===== src/rtl/ddr_data_demux_2_out.sv =====
// rtl/ddr_data_demux_2_out.sv - one-to-two stream splitter with per-channel show-ahead FIFOs
// Optional macro DDR_DEMUX_CNT_EN adds 16-bit per-channel pop counters xfer_cnt0/xfer_cnt1.
module ddr_data_demux_2_out #(
    parameter int DW      = 323,
    parameter int SEL_BIT = 322,
    parameter int DEPTH   = 4
) (
    input  logic          clk,
    input  logic          rst,
    input  logic [DW-1:0] din,
    input  logic          din_valid,
    output logic          din_ready,
    output logic [DW-1:0] dout0,
    output logic          valid0,
    input  logic          ready0,
    output logic [DW-1:0] dout1,
    output logic          valid1,
    input  logic          ready1,
    output logic          busy
`ifdef DDR_DEMUX_CNT_EN
    ,
    output logic [15:0]   xfer_cnt0,
    output logic [15:0]   xfer_cnt1
`endif
);

    localparam int PW = $clog2(DEPTH);
    localparam int CW = $clog2(DEPTH + 1);
    localparam logic [PW-1:0] PTR_ONE  = PW'(1);
    localparam logic [CW-1:0] CNT_ONE  = CW'(1);
    localparam logic [CW-1:0] CNT_FULL = CW'(DEPTH);

    logic [DW-1:0] mem0 [DEPTH];
    logic [DW-1:0] mem1 [DEPTH];
    logic [PW-1:0] wr_ptr0, rd_ptr0, wr_ptr1, rd_ptr1;
    logic [CW-1:0] cnt0, cnt1;
    logic          sel;
    logic          full0, full1;
    logic          push0, push1, pop0, pop1;

    assign sel   = din[SEL_BIT];
    assign full0 = (cnt0 == CNT_FULL);
    assign full1 = (cnt1 == CNT_FULL);

    // Readiness follows only the addressed channel; a same-cycle pop does not free space early.
    assign din_ready = sel ? ~full1 : ~full0;
    assign push0     = din_valid & din_ready & ~sel;
    assign push1     = din_valid & din_ready & sel;

    assign valid0 = (cnt0 != '0);
    assign valid1 = (cnt1 != '0);
    assign pop0   = valid0 & ready0;
    assign pop1   = valid1 & ready1;
    assign busy   = valid0 | valid1;

    assign dout0 = valid0 ? mem0[rd_ptr0] : '0;
    assign dout1 = valid1 ? mem1[rd_ptr1] : '0;

    // Storage is deliberately left out of reset.
    always_ff @(posedge clk) begin
        if (push0) begin
            mem0[wr_ptr0] <= din;
        end
        if (push1) begin
            mem1[wr_ptr1] <= din;
        end
    end

    always_ff @(posedge clk or posedge rst) begin
        if (rst) begin
            wr_ptr0 <= '0;
            rd_ptr0 <= '0;
            cnt0    <= '0;
        end else begin
            if (push0) begin
                wr_ptr0 <= wr_ptr0 + PTR_ONE;
            end
            if (pop0) begin
                rd_ptr0 <= rd_ptr0 + PTR_ONE;
            end
            case ({push0, pop0})
                2'b10:   cnt0 <= cnt0 + CNT_ONE;
                2'b01:   cnt0 <= cnt0 - CNT_ONE;
                default: cnt0 <= cnt0;
            endcase
        end
    end

    always_ff @(posedge clk or posedge rst) begin
        if (rst) begin
            wr_ptr1 <= '0;
            rd_ptr1 <= '0;
            cnt1    <= '0;
        end else begin
            if (push1) begin
                wr_ptr1 <= wr_ptr1 + PTR_ONE;
            end
            if (pop1) begin
                rd_ptr1 <= rd_ptr1 + PTR_ONE;
            end
            case ({push1, pop1})
                2'b10:   cnt1 <= cnt1 + CNT_ONE;
                2'b01:   cnt1 <= cnt1 - CNT_ONE;
                default: cnt1 <= cnt1;
            endcase
        end
    end

`ifdef DDR_DEMUX_CNT_EN
    // Counters wrap naturally at 16 bits.
    always_ff @(posedge clk or posedge rst) begin
        if (rst) begin
            xfer_cnt0 <= '0;
            xfer_cnt1 <= '0;
        end else begin
            if (pop0) begin
                xfer_cnt0 <= xfer_cnt0 + 16'd1;
            end
            if (pop1) begin
                xfer_cnt1 <= xfer_cnt1 + 16'd1;
            end
        end
    end
`endif

endmodule


===== config.mk =====
export PLATFORM = sky130hd
export DESIGN_NAME = ddr_data_demux_2_out
export DESIGN_NICKNAME = d
export VERILOG_FILES = /design/src/rtl/ddr_data_demux_2_out.sv
export SDC_FILE = /design/constraint.sdc
export NUM_CORES = 2
export LEC_CHECK = 0
export CORE_MARGIN = 2
export CORE_UTILIZATION = 35
export DETAILED_ROUTE_END_ITERATION = 10
export HOLD_SLACK_MARGIN = 0.15
export PLACE_DENSITY_LB_ADDON = 0.3
export REMOVE_ABC_BUFFERS = 1
export SETUP_SLACK_MARGIN = 0.2
export SYNTH_ARGS = -nofsm -noshare
export SYNTH_HDL_FRONTEND = slang
export SYNTH_SLANG_ARGS = --single-unit

===== constraint.sdc =====
create_clock -name clk -period 19.62 [get_ports clk]
set_clock_uncertainty 0.2 [all_clocks]
set_input_delay 1.962 -clock clk [delete_from_list [all_inputs] [get_ports clk]]
set_output_delay 1.962 -clock clk [all_outputs]
set_load 0.02 [all_outputs]

Fig. 1: cells coloured by class
Fill, decap, tap and diode cells in grey.
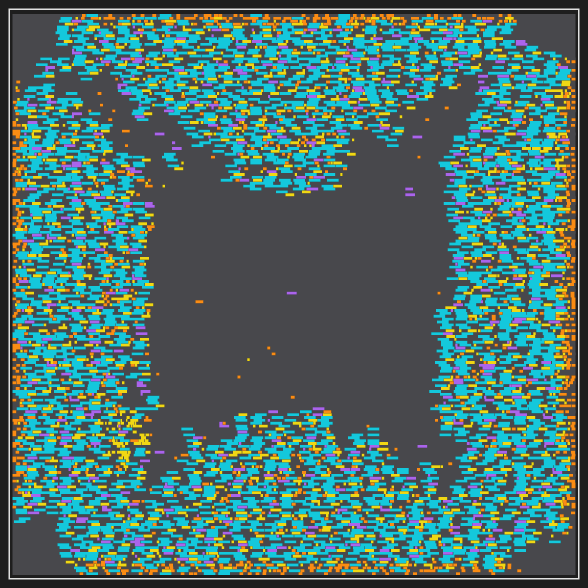
legend:
  yellow:
    class: all other logic
    cells: 1357
  purple:
    class: clock drivers and dummy loads
    cells: 504
  orange:
    class: other buffers and delay cells
    cells: 1047
  cyan:
    class: flip-flops
    cells: 2598
CORE AREA: 279000 um2
# rows: 194
flop share of the area: 64.3%
final core occ: 43.4%

Fig. 2: port wiring
Bar = 200 um.
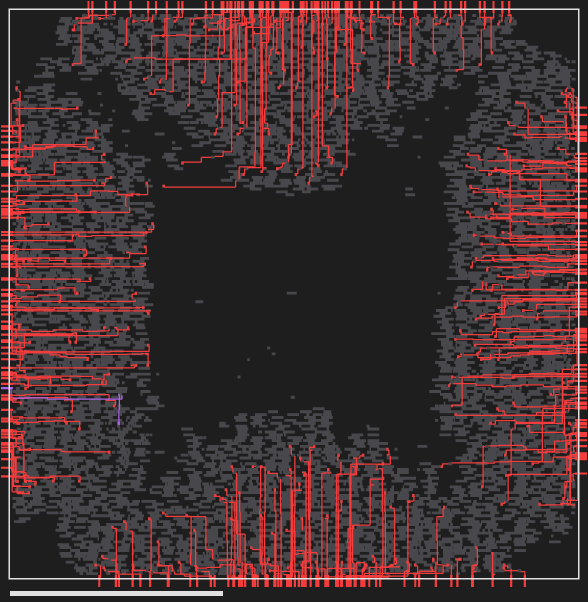
legend:
  purple:
    port: din_ready
    direction: output
    edge: left
    end_cells: 1
    buffers: 1
    wire: 149 um
  red:
    port: dout0
    direction: output
    edge: 90 right, 80 top, 79 left, 74 bottom
    end_cells: 323
    buffers: 323
    wire: 23.3 mm
# IOs: 978
IO Port Bufs: 977

Fig. 3: wiring by layer
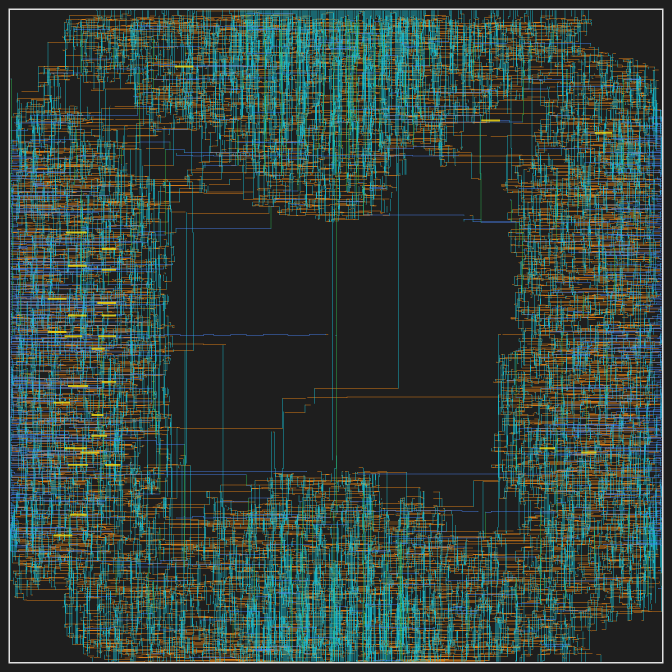
legend:
  blue:
    layer: met3
    wire_length: 20.8 mm
  cyan:
    layer: met2
    wire_length: 119 mm
  yellow:
    layer: met5
    wire_length: 351 um
  orange:
    layer: met1
    wire_length: 103 mm
  green:
    layer: met4
    wire_length: 5690 um
Post-Route WL: 249 mm
GRT Overall Usage: 17.1%
total number of vias: 46.5k
WL per Instance: 26.9 um

==> flow_summary.yaml <==
# generated from flow reports
global_routing:
  grt_max_degree: 125
  gr-total-overflow: 0
  grtUsageMet1_pct: 22.7
  grtUsageMet3_pct: 5.26
  met2_usage_pct: 27.3
  antenna_found_initial: 48
power:
  power.density_nw_per_um2: 162
final_timing:
  drv_slew: 0
  fin_setup_tns_ps: 0
  fin_ws_ps: 11340
  rsz0062_at_grt: "false"
  hold_ws_ps: 301
setup_path:
  cpPeakStageDelay_ps: 860
  crit_top_cell: "buf_4"
  reg2reg_slack_ps: 14740
  critPathLaunchType: "flip-flop"
  critPathSlowestCell: "dfrtp_4"
  path_max_fanout: 47
  r2r_cells: 6
min_path:
  hp-class: "reg2reg"
  hold_depth: 1
  hp-start: "cnt0[2]$_DFFE_PP0P_"
placement:
  routabilityCongestion: 0.761
  place_area_um2: 112000
logic_synthesis:
  ys_top_cells_by_area: "edfxtp_1 (79%), mux4_2 (15%), and2_1 (4.2%), buf_6 (0.66%), buf_2 (0.38%)"
  ys_area_um2: 98400
  async_reset_ff_share_pct: 0.539
  ys_sh_mux_pct: 14.8
  top_logic_kind: "multiplexers"
  synth-main-ff-cell: "edfxtp_1"
  simple_gate_share_pct: 4.24
  synth-warning-count: 0
run:
  tool_warnings: 54
outcome:
  outcome: "complete, no violations"
cells_and_area:
  n_all_inverters: 13
  finalInstanceArea_um2: 121000
  nonClkBufAreaFrac_pct: 8.64
  logic_area_um2: 19100
  antenna-diode-count: 12
  nets: 5625
  clkbuf_count: 342
  clkCellAreaFrac_pct: 7.37
route:
  vias_per_cell: 5.03
  drtIter0Drc: 3820
  wl_met2_mm: 119
  drc: 0
floorplan:
  tapCellCount: 3724
cts:
  cts_tree: "built"
  cts_inserted_buffers: 281
==> power by group <==
part / switching, mW / leakage [nW] / internal (mW) / total, mW
Clock: 2.14 / 4.36 / 3.01 / 5.15
Sequential: 0.210 / 23.6 / 6.75 / 6.96
Combinational: 4.14 / 10.1 / 3.43 / 7.57
Total: 6.48 / 38.1 / 13.2 / 19.7
==> synth_stat cells (4+ instances only) <==
cell type  count
and2_1       656
buf_2         74
buf_6         58
clkbuf_1      85
dfrtp_1       14
edfxtp_1    2584
ha_1          10
inv_1         13
mux4_2       646
nor2_1         4
xnor2_1        6
xor2_1         6
==> flip-flops by register name, summed over array words and instances, names as in the netlist <==
name     count
mem1      1292
cnt0         3
wr_ptr0      2
rd_ptr0      2
mem0      1292
rd_ptr1      2
cnt1         3
wr_ptr1      2
No activity file was given, so power comes from the tool's default toggle rates.
